--- src/rtl/map_collision_scanner_if.sv ---
// Map description bus plus the scan request/result signals shared between the
// motion controller, the world map and the collision scanner.
interface map_collision_scanner_if;
  logic                  start;
  logic [9:0]            px;
  logic [8:0]            py;
  logic [15:0][28:0]     info_ground;
  logic [15:0][28:0]     info_fence;
  logic [1:0][9:0]       info_exit;
  logic [5:0][20:0]      info_spince;
  logic                  busy;
  logic                  done;
  logic                  grounded;
  logic [8:0]            ground_y;
  logic                  blocked_left;
  logic                  blocked_right;
  logic                  hit_spike;
  logic                  at_exit;

  modport master (
    output start, px, py, info_ground, info_fence, info_exit, info_spince,
    input  busy, done, grounded, ground_y, blocked_left, blocked_right,
           hit_spike, at_exit
  );

  modport slave (
    input  start, px, py, info_ground, info_fence, info_exit, info_spince,
    output busy, done, grounded, ground_y, blocked_left, blocked_right,
           hit_spike, at_exit
  );
endinterface

--- src/rtl/map_collision_scanner.sv ---
// Sequential collision scanner: walks ground, fence and spike entries one per
// cycle against a latched player box, then publishes registered flags with done.
module map_collision_scanner #(
  parameter int PLAYER_W   = 16,
  parameter int PLAYER_H   = 24,
  parameter int GROUND_TOL = 2,
  parameter int WALL_TOL   = 1,
  parameter int SPIKE_R    = 8
) (
  input  logic                    clk,
  input  logic                    rst_n,
  map_collision_scanner_if.slave  bus
);

  localparam logic [10:0] PW = 11'(PLAYER_W);
  localparam logic [10:0] PH = 11'(PLAYER_H);
  localparam logic [10:0] GT = 11'(GROUND_TOL);
  localparam logic [10:0] WT = 11'(WALL_TOL);
  localparam logic [10:0] SR = 11'(SPIKE_R);

  typedef enum logic [2:0] {
    S_IDLE,
    S_GROUND,
    S_FENCE,
    S_SPIKE,
    S_EXIT,
    S_DONE
  } state_t;

  state_t      state_reg, state_next;
  logic [3:0]  idx_reg, idx_next;
  logic [9:0]  px_reg;
  logic [8:0]  py_reg;

  logic        acc_grounded_reg;
  logic [8:0]  acc_ground_y_reg;
  logic        acc_left_reg;
  logic        acc_right_reg;
  logic        acc_spike_reg;
  logic        acc_exit_reg;

  logic        busy_reg;
  logic        done_reg;
  logic        grounded_reg;
  logic [8:0]  ground_y_reg;
  logic        blocked_left_reg;
  logic        blocked_right_reg;
  logic        hit_spike_reg;
  logic        at_exit_reg;

  logic        accept;
  assign accept = (state_reg == S_IDLE) && bus.start;

  // State/index sequencing
  always_ff @(posedge clk or negedge rst_n) begin
    if (!rst_n) begin
      state_reg <= S_IDLE;
      idx_reg   <= 4'd0;
    end else begin
      state_reg <= state_next;
      idx_reg   <= idx_next;
    end
  end

  always_comb begin
    state_next = state_reg;
    idx_next   = idx_reg;
    case (state_reg)
      S_IDLE: begin
        if (bus.start) begin
          state_next = S_GROUND;
          idx_next   = 4'd0;
        end
      end
      S_GROUND: begin
        idx_next = idx_reg + 4'd1;
        if (idx_reg == 4'd15) begin
          state_next = S_FENCE;
          idx_next   = 4'd0;
        end
      end
      S_FENCE: begin
        idx_next = idx_reg + 4'd1;
        if (idx_reg == 4'd15) begin
          state_next = S_SPIKE;
          idx_next   = 4'd0;
        end
      end
      S_SPIKE: begin
        idx_next = idx_reg + 4'd1;
        if (idx_reg == 4'd5) begin
          state_next = S_EXIT;
          idx_next   = 4'd0;
        end
      end
      S_EXIT:  state_next = S_DONE;
      S_DONE:  state_next = S_IDLE;
      default: begin
        state_next = S_IDLE;
        idx_next   = 4'd0;
      end
    endcase
  end

  // Entry decode, all widened to 11 bits so sums never wrap
  logic [28:0] ground_entry, fence_entry;
  logic [20:0] spike_entry;

  assign ground_entry = bus.info_ground[idx_reg];
  assign fence_entry  = bus.info_fence[idx_reg];

  always_comb begin
    spike_entry = '0;
    for (int i = 0; i < 6; i++) begin
      if (idx_reg == 4'(i)) spike_entry = bus.info_spince[i];
    end
  end

  logic [10:0] px_w, py_w, feet, right_edge;
  assign px_w       = {1'b0, px_reg};
  assign py_w       = {2'b0, py_reg};
  assign feet       = py_w + PH;
  assign right_edge = px_w + PW;

  logic [10:0] g_x, g_y, g_len;
  logic        g_match;
  assign g_x   = {1'b0, ground_entry[9:0]};
  assign g_y   = {2'b0, ground_entry[18:10]};
  assign g_len = {1'b0, ground_entry[28:19]};
  assign g_match = (g_len != 11'd0) && (g_y <= feet) && (feet <= g_y + GT) &&
                   (right_edge > g_x) && (px_w < g_x + g_len);

  logic [10:0] f_y, f_x, f_len;
  logic        f_overlap, f_right, f_left;
  assign f_y   = {2'b0, fence_entry[8:0]};
  assign f_x   = {1'b0, fence_entry[18:9]};
  assign f_len = {1'b0, fence_entry[28:19]};
  assign f_overlap = (f_len != 11'd0) && (py_w < f_y + f_len) && (feet > f_y);
  assign f_right   = f_overlap && (right_edge <= f_x) && (f_x <= right_edge + WT);
  assign f_left    = f_overlap && (f_x <= px_w) && (px_w <= f_x + WT);

  logic [10:0] s_x, s_y, s_xlo, s_ylo;
  logic        s_hit;
  assign s_x   = {1'b0, spike_entry[9:0]};
  assign s_y   = {2'b0, spike_entry[18:10]};
  assign s_xlo = (s_x >= SR) ? (s_x - SR) : 11'd0;
  assign s_ylo = (s_y >= SR) ? (s_y - SR) : 11'd0;
  assign s_hit = (spike_entry[18:0] != 19'd0) &&
                 (px_w < s_x + SR) && (right_edge > s_xlo) &&
                 (py_w < s_y + SR) && (feet > s_ylo);

  // Spike direction has no effect on the hit box
  logic unused_dir;
  assign unused_dir = ^spike_entry[20:19];

  logic [10:0] e_x, e_y;
  logic        e_match;
  assign e_x = {1'b0, bus.info_exit[0]};
  assign e_y = {1'b0, bus.info_exit[1]};
  assign e_match = (px_w <= e_x) && (e_x < right_edge) &&
                   (py_w <= e_y) && (e_y < feet);

  // Accumulators and latched player box
  always_ff @(posedge clk or negedge rst_n) begin
    if (!rst_n) begin
      px_reg           <= '0;
      py_reg           <= '0;
      acc_grounded_reg <= 1'b0;
      acc_ground_y_reg <= 9'd511;
      acc_left_reg     <= 1'b0;
      acc_right_reg    <= 1'b0;
      acc_spike_reg    <= 1'b0;
      acc_exit_reg     <= 1'b0;
    end else if (accept) begin
      px_reg           <= bus.px;
      py_reg           <= bus.py;
      acc_grounded_reg <= 1'b0;
      acc_ground_y_reg <= 9'd511;
      acc_left_reg     <= 1'b0;
      acc_right_reg    <= 1'b0;
      acc_spike_reg    <= 1'b0;
      acc_exit_reg     <= 1'b0;
    end else begin
      case (state_reg)
        S_GROUND: begin
          if (g_match) begin
            acc_grounded_reg <= 1'b1;
            if (g_y[8:0] < acc_ground_y_reg) acc_ground_y_reg <= g_y[8:0];
          end
        end
        S_FENCE: begin
          if (f_left)  acc_left_reg  <= 1'b1;
          if (f_right) acc_right_reg <= 1'b1;
        end
        S_SPIKE: if (s_hit) acc_spike_reg <= 1'b1;
        S_EXIT:  acc_exit_reg <= e_match;
        default: ;
      endcase
    end
  end

  // Published results change only on the done cycle
  always_ff @(posedge clk or negedge rst_n) begin
    if (!rst_n) begin
      busy_reg          <= 1'b0;
      done_reg          <= 1'b0;
      grounded_reg      <= 1'b0;
      ground_y_reg      <= 9'd511;
      blocked_left_reg  <= 1'b0;
      blocked_right_reg <= 1'b0;
      hit_spike_reg     <= 1'b0;
      at_exit_reg       <= 1'b0;
    end else begin
      done_reg <= 1'b0;
      if (accept) begin
        busy_reg <= 1'b1;
      end else if (state_reg == S_DONE) begin
        busy_reg          <= 1'b0;
        done_reg          <= 1'b1;
        grounded_reg      <= acc_grounded_reg;
        ground_y_reg      <= acc_ground_y_reg;
        blocked_left_reg  <= acc_left_reg;
        blocked_right_reg <= acc_right_reg;
        hit_spike_reg     <= acc_spike_reg;
        at_exit_reg       <= acc_exit_reg;
      end
    end
  end

  assign bus.busy          = busy_reg;
  assign bus.done          = done_reg;
  assign bus.grounded      = grounded_reg;
  assign bus.ground_y      = ground_y_reg;
  assign bus.blocked_left  = blocked_left_reg;
  assign bus.blocked_right = blocked_right_reg;
  assign bus.hit_spike     = hit_spike_reg;
  assign bus.at_exit       = at_exit_reg;

endmodule
--- src/flat_wrapper.sv ---
// flat-port wrapper written by rule: the top's interface ports become plain ports
module map_collision_scanner_flat 
#(
  parameter int PLAYER_W   = 16,
  parameter int PLAYER_H   = 24,
  parameter int GROUND_TOL = 2,
  parameter int WALL_TOL   = 1,
  parameter int SPIKE_R    = 8
)
  (clk, rst_n, bus_start, bus_px, bus_py, bus_info_ground, bus_info_fence, bus_info_exit, bus_info_spince, bus_busy, bus_done, bus_grounded, bus_ground_y, bus_blocked_left, bus_blocked_right, bus_hit_spike, bus_at_exit);
  map_collision_scanner_if bus_i ();
  input  logic clk;
  input  logic rst_n;
  input wire logic [$bits(bus_i.start)-1:0] bus_start;
  input wire logic [$bits(bus_i.px)-1:0] bus_px;
  input wire logic [$bits(bus_i.py)-1:0] bus_py;
  input wire logic [$bits(bus_i.info_ground)-1:0] bus_info_ground;
  input wire logic [$bits(bus_i.info_fence)-1:0] bus_info_fence;
  input wire logic [$bits(bus_i.info_exit)-1:0] bus_info_exit;
  input wire logic [$bits(bus_i.info_spince)-1:0] bus_info_spince;
  output wire logic [$bits(bus_i.busy)-1:0] bus_busy;
  output wire logic [$bits(bus_i.done)-1:0] bus_done;
  output wire logic [$bits(bus_i.grounded)-1:0] bus_grounded;
  output wire logic [$bits(bus_i.ground_y)-1:0] bus_ground_y;
  output wire logic [$bits(bus_i.blocked_left)-1:0] bus_blocked_left;
  output wire logic [$bits(bus_i.blocked_right)-1:0] bus_blocked_right;
  output wire logic [$bits(bus_i.hit_spike)-1:0] bus_hit_spike;
  output wire logic [$bits(bus_i.at_exit)-1:0] bus_at_exit;
  assign bus_i.start = bus_start;
  assign bus_i.px = bus_px;
  assign bus_i.py = bus_py;
  assign bus_i.info_ground = bus_info_ground;
  assign bus_i.info_fence = bus_info_fence;
  assign bus_i.info_exit = bus_info_exit;
  assign bus_i.info_spince = bus_info_spince;
  assign bus_busy = bus_i.busy;
  assign bus_done = bus_i.done;
  assign bus_grounded = bus_i.grounded;
  assign bus_ground_y = bus_i.ground_y;
  assign bus_blocked_left = bus_i.blocked_left;
  assign bus_blocked_right = bus_i.blocked_right;
  assign bus_hit_spike = bus_i.hit_spike;
  assign bus_at_exit = bus_i.at_exit;
  map_collision_scanner #(.PLAYER_W(PLAYER_W), .PLAYER_H(PLAYER_H), .GROUND_TOL(GROUND_TOL), .WALL_TOL(WALL_TOL), .SPIKE_R(SPIKE_R)) u_core (.clk(clk), .rst_n(rst_n), .bus(bus_i));
endmodule
--- config.mk ---
export PLATFORM = sky130hd
export DESIGN_NAME = map_collision_scanner_flat
export DESIGN_NICKNAME = d
export VERILOG_FILES = /design/src/rtl/map_collision_scanner_if.sv /design/src/rtl/map_collision_scanner.sv /design/src/flat_wrapper.sv
export SDC_FILE = /design/constraint.sdc
export NUM_CORES = 1
export LEC_CHECK = 0
export ABC_CLOCK_PERIOD_IN_PS = 5700
export CAP_MARGIN = 20
export CORE_AREA = 2 2 438 440
export DETAILED_ROUTE_END_ITERATION = 6
export DIE_AREA = 0 0 440 442
export PLACE_DENSITY_LB_ADDON = 0.15
export SKIP_LAST_GASP = 1
export SYNTH_ARGS = -nofsm -noshare
export SYNTH_HDL_FRONTEND = slang
export SYNTH_SLANG_ARGS = --single-unit
--- constraint.sdc ---
create_clock -name clk -period 5.7 [get_ports clk]
set_input_delay 0.855 -clock clk [delete_from_list [all_inputs] [get_ports clk]]
set_output_delay 0.855 -clock clk [all_outputs]
set_load 0.1 [all_outputs]
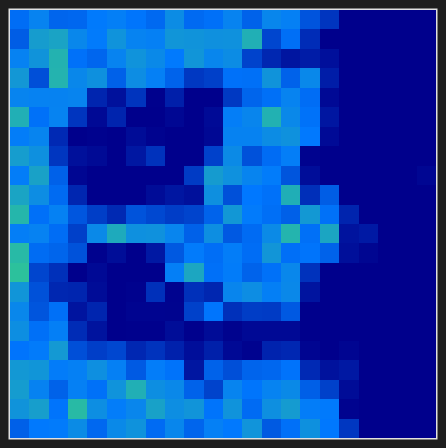
Fig. 1. Cell area per tile (run 1).
The die is cut into 22 by 22 equal tiles; dark blue is low, red is high, 0 to 100% covered.
35% of the tiles are nearly empty. The fullest tile reaches 43%. The mean over all tiles is 14%.
core area: 190000 um2
Floorplan Utilization: 8.68%
final core utilization: 16.5%

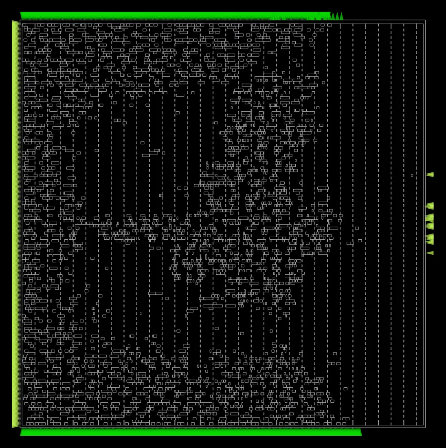
Fig. 2. Cell outlines without signal wires (run 1).
Fill cells: 21.2k
Seq/total area: 4.60%
Layout Cells excl Fill: 5266
Flops: 56
TAP cells: 2511

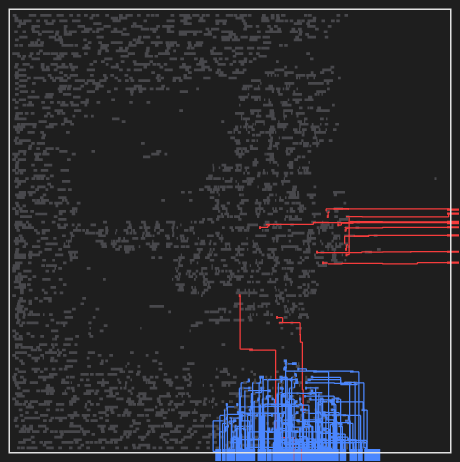
Fig. 3. Wires at chosen ports, followed through buffers (run 1).
(1 px per um)
Key: red = `bus_px` [bits 10, direction input, end cells 10, buffers 10, wire 1460 um]; blue = `bus_info_spince` [bits 126, direction input, end cells 87, buffers 114, wire 6360 um]

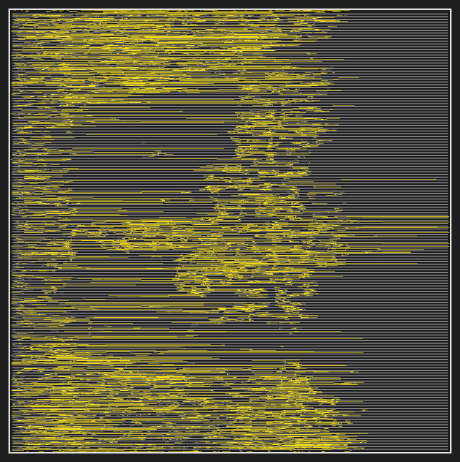
Fig. 4. The metal 1 layer (run 1).
(1 px per um) Supply wires on this layer in grey.
3718 nets have wire on it. The layer holds 42% of the routed length. The wires run mostly horizontal. The layer carries 72.5 mm of wire.

==> results.sh, run 1 <==
# yosys + openroad results
export IMPL_syn_num_nets=2929
export IMPL_setup_tns_ps=0
export IMPL_antenna_cells=24
export IMPL_cts_sinks=56
export IMPL_top_logic_kind="multiplexers"
export IMPL_drive_gt1_share_pct=16.2
export IMPL_worst_slew_pin_slew_ps=1080
export IMPL_hold_path_endpoint="u_core.bus.blocked_right"
export IMPL_drc_errors=0
export IMPL_whs_path_depth=2
export IMPL_finalClockPeriodUsage_pct=95.4
export IMPL_die_h_um=442
export IMPL_p_seq_share_pct=5.4
export IMPL_cts_setup_buffers=0
export IMPL_r2r_end="u_core.acc_spike_reg"
export IMPL_dieArea_um2=194000
export IMPL_clkPwrFrac_pct=2.5
export IMPL_logic_area_um2=14000
export IMPL_vias=19582
export IMPL_clk_pin_slew_ps=90
export IMPL_yosys_cells=1618
export IMPL_pg_comb_mw=13.1
export IMPL_min_from="u_core.bus.blocked_right"
export IMPL_num_nonclk_buffers=1211
export IMPL_log_warning_count=62
export IMPL_die_x_um=440
export IMPL_top_layer_used="met5"
export IMPL_lay_top_count="clkdlybuf4s50_1"
export IMPL_crit_start="bus_info_ground[29]"
export IMPL_fa_ha_area_share_pct=16.4
export IMPL_root_buffer="clkbuf_16"
export IMPL_cts_htree_levels=2
export IMPL_power_density_nw_per_um2=457
export IMPL_gp_congestion=0.949
export IMPL_comb_cells=1334
export IMPL_dp_hpwl_um=156000
export IMPL_ys_area_um2=16400
export IMPL_portBuffers=1099
export IMPL_final_cell_mix="clkdlybuf4s50_1, mux4_2, ha_1"
export IMPL_cpPeakStageDelay_ps=590
export IMPL_rsz0062_at_grt="no"
export IMPL_ys_types=81
export IMPL_grt_ovfl_total=0
export IMPL_wl_um=171000
export IMPL_endpoint="u_core.acc_ground_y_reg[4]"
export IMPL_clkbuf_count=7
export IMPL_mux_area_share_pct=38.2
export IMPL_met1_usage_pct=21.5
export IMPL_drtPass1Iterations=5
export IMPL_flop_cell="dfrtp_1"
export IMPL_wl_per_cell_um=32.4
export IMPL_crit_chain="clkdlybuf4s50_1 > mux4_2 > mux4_2 > ha_2 > fa_1 > a21o_1 > a21oi_1 > nand2b_1 > a21oi_1 > nor2_1 > xor2_1 > ha_1 > a2111oi_1 > o21ai_0 > o21ai_0 > o211a_2 > nand2_8 > mux2i_1"
export IMPL_finalCriticalPeriod_ps=5440
export IMPL_fin_area_um2=31200
export IMPL_placed_area_um2=31000
export IMPL_yosys_warnings=0
export IMPL_pre_cts_slack_ps=-437
export IMPL_dominant_cells="multi-input combinational cells"
export IMPL_finalSetupViolCount=0
export IMPL_ys_sh_xor_pct=3.04
export IMPL_start_kind="input port"
export IMPL_drtAntennaViolNets=0
export IMPL_largest_reg_flops=10
export IMPL_cts_buffers=5
export IMPL_max_freq_mhz=184
export IMPL_crit_fanout=9
export IMPL_seq_area_um2=1440
export IMPL_powerSeq_uw=775
export IMPL_combPwrFrac_pct=92.0
export IMPL_layout_nonclk_buf_share_pct=38.5
export IMPL_grt_max_degree=41
export IMPL_cp_depth=18
export IMPL_antenna_found_initial=132
export IMPL_total_power_mw=14.2
export IMPL_status="complete, no violations"
export IMPL_r2r_cells=18
export IMPL_rows=160
export IMPL_synth_yosys_seq_area_share_pct=8.66
export IMPL_wl_met1_um=72500
export IMPL_maxSlewViolCount=0
export IMPL_clockNetworkAreaShare_pct=0.477
export IMPL_rrSetupSlack_ps=300
export IMPL_fin_skew_ps=6.73
export IMPL_grt_use_total_pct=17.0
export IMPL_slowest_stage="mux4_2"
export IMPL_synth_area_per_cell_um2=10.2
## run 1: synthesized netlist by cell type, drive strengths merged (18+ instances only)
master,count,area [um2]
a211oi,19,143
a21o,24,180
a21oi,72,360
a22oi,24,180
buf,73,519
clkbuf,33,125
dfrtp,38,951
dfstp,18,473
ha,213,2670
inv,122,458
mux4,264,5990
nand2,112,428
nand2b,18,113
nand3,38,190
nand4,21,131
nor2,90,338
nor2b,36,225
nor3,29,150
o21ai,89,445
o22ai,27,169
xnor2,40,350
## run 1: worst min-delay path: cells and delay by family, from the launching register on
family / cells / cell delay (ps)
AND-OR/OR-AND: 1 / 60
flip-flops: 1 / 350
AND/OR/NAND/NOR: 1 / 40
--- run 2 (diff from run 1) ---
Settings changed: CELL_PAD_IN_SITES_DETAIL_PLACEMENT set to 1, CELL_PAD_IN_SITES_GLOBAL_PLACEMENT set to 1, CORE_AREA 2 2 438 440 to 2 2 436 438, DIE_AREA 0 0 440 442 to 0 0 438 440.
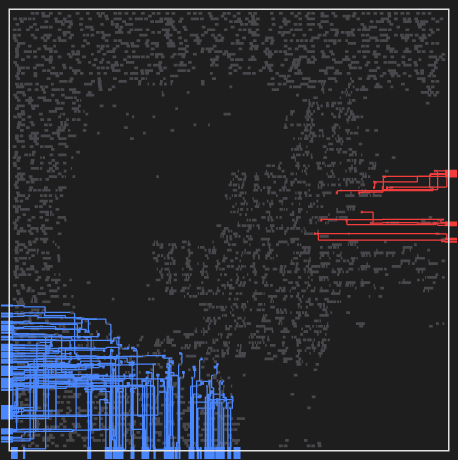
Fig. 5. Wires at chosen ports, followed through buffers (run 2).
(1 px per um)
Key: red = `bus_px` [bits 10, direction input, end cells 10, buffers 10, wire 1110 um]; blue = `bus_info_spince` [bits 126, direction input, end cells 87, buffers 114, wire 10600 um]

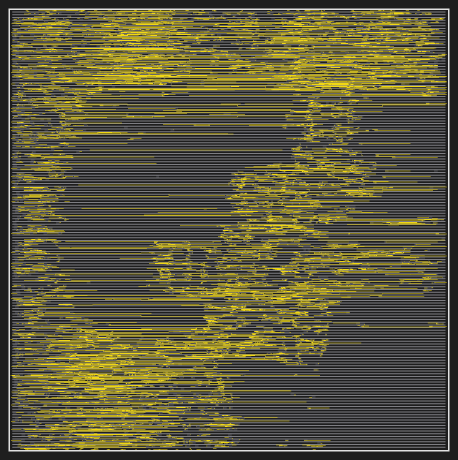
Fig. 6. The metal 1 layer (run 2).
(1 px per um) Supply wires on this layer in grey.
3739 nets have wire on it. The layer holds 41% of the routed length. The longest straight run is 239 um. The wires run mostly horizontal.

==> results.sh, run 2 <==
# yosys + openroad results
export IMPL_setup_tns_ps=0
export IMPL_dieArea_um2=193000
export IMPL_clk_pin_slew_ps=90
export IMPL_met1_usage_pct=21.1
export IMPL_start_kind="input port"
export IMPL_clkbuf_count=6
export IMPL_status="complete, no violations"
export IMPL_wl_met1_um=70700
export IMPL_die_h_um=440
export IMPL_rsz0062_at_grt="yes"
export IMPL_finalClockPeriodUsage_pct=94.4
export IMPL_cts_htree_levels=2
export IMPL_top_logic_kind="multiplexers"
export IMPL_pre_cts_slack_ps=-314
export IMPL_synth_yosys_seq_area_share_pct=8.66
export IMPL_seq_cell_share_pct=4.58
export IMPL_hp_class="flop to flop"
export IMPL_common_cells="mux4_2, ha_1, inv_1"
export IMPL_inv_count=122
export IMPL_clkPwrFrac_pct=2.7
export IMPL_vias=19403
export IMPL_flop_cell="dfrtp_1"
export IMPL_drtAntennaViolNets=0
export IMPL_design_core_area_um2=189000
export IMPL_comb_cells=1334
export IMPL_dominant_cells="multi-input combinational cells"
export IMPL_top_area_share_pct=34.6
export IMPL_mux_area_share_pct=38.2
export IMPL_drc_errors=0
export IMPL_crit_chain="clkdlybuf4s50_1 > mux4_2 > mux4_2 > ha_1 > fa_1 > a21o_1 > a21oi_1 > nand2b_1 > a21oi_1 > nor2_1 > xor2_1 > ha_1 > o21ai_0 > nand2b_1 > a21oi_1 > a211oi_1 > o21ai_1 > o211a_2 > nand2_4 > mux2i_1"
export IMPL_fin_skew_ps=20.1
export IMPL_max_freq_mhz=186
export IMPL_tap_cells=2511
export IMPL_cts_buffers=5
export IMPL_finalSetupViolCount=0
export IMPL_yosysTopAreaCell="mux4_2"
export IMPL_top_layer_used="met5"
export IMPL_cts_sinks=56
export IMPL_gp_congestion=0.823
export IMPL_clockNetworkAreaShare_pct=0.530
export IMPL_grt_ovfl_total=0
export IMPL_dp_hpwl_um=156000
export IMPL_met2_usage_pct=30.9
export IMPL_synth_area_per_cell_um2=10.2
export IMPL_p_seq_share_pct=5.7
export IMPL_root_buffer="clkbuf_16"
export IMPL_ys_area_um2=16400
export IMPL_wl_per_cell_um=32.3
export IMPL_cts_setup_buffers=0
export IMPL_edf_count=0
export IMPL_antenna_found_initial=110
export IMPL_area_leaders="mux4_2, ha_1, dfrtp_1, dfstp_2, inv_1"
export IMPL_grt_max_degree=57
export IMPL_logic_area_um2=14000
export IMPL_initCoreUtil_pct=8.72
export IMPL_finalCriticalPeriod_ps=5380
export IMPL_yosysMostFrequentCell="mux4_2"
export IMPL_yosys_warnings=0
export IMPL_cp_common_cell="a21oi_1"
export IMPL_lay_top_count="clkdlybuf4s50_1"
export IMPL_worst_slew_pin_slew_ps=1110
export IMPL_flops=56
export IMPL_drtPass1Iterations=5
export IMPL_ys_sh_xor_pct=3.04
export IMPL_num_nonclk_buffers=1236
export IMPL_largest_reg_flops=10
export IMPL_total_power_mw=14.6
export IMPL_placed_area_um2=31200
export IMPL_wl_um=171000
export IMPL_slowest_stage="clkdlybuf4s50_1"
export IMPL_final_util_pct=16.7
export IMPL_path_class="input port to flop"
export IMPL_ys_types=81
export IMPL_rows=160
export IMPL_grt_use_total_pct=17.0
export IMPL_fa_ha_area_share_pct=16.4
export IMPL_portBuffers=1099
export IMPL_fin_area_um2=31400
export IMPL_powerSeq_uw=827
export IMPL_layout_nonclk_buf_share_pct=38.8
export IMPL_log_warning_count=63
export IMPL_yosys_cells=1618
export IMPL_crit_fanout=9
export IMPL_maxSlewViolCount=0
export IMPL_power_density_nw_per_um2=464
export IMPL_syn_num_nets=2929
export IMPL_drive_gt1_share_pct=17.1
export IMPL_combPwrFrac_pct=91.7
## run 2: worst paths after layout
check                                             from                          to  slack [ps]  depth (start not counted)
worst min-delay path            u_core.bus.ground_y[8]      u_core.bus.ground_y[8]         490                          2
max in group asynchronous                        rst_n           u_core.idx_reg[0]        4260                          2
min in group asynchronous                        rst_n        u_core.bus.hit_spike         700                          2
worst min register to register  u_core.bus.ground_y[8]      u_core.bus.ground_y[8]         490                          2
worst max register to register       u_core.idx_reg[0]         u_core.acc_left_reg         410                         19
worst max-delay path              bus_info_ground[116]  u_core.acc_ground_y_reg[6]         320                         20
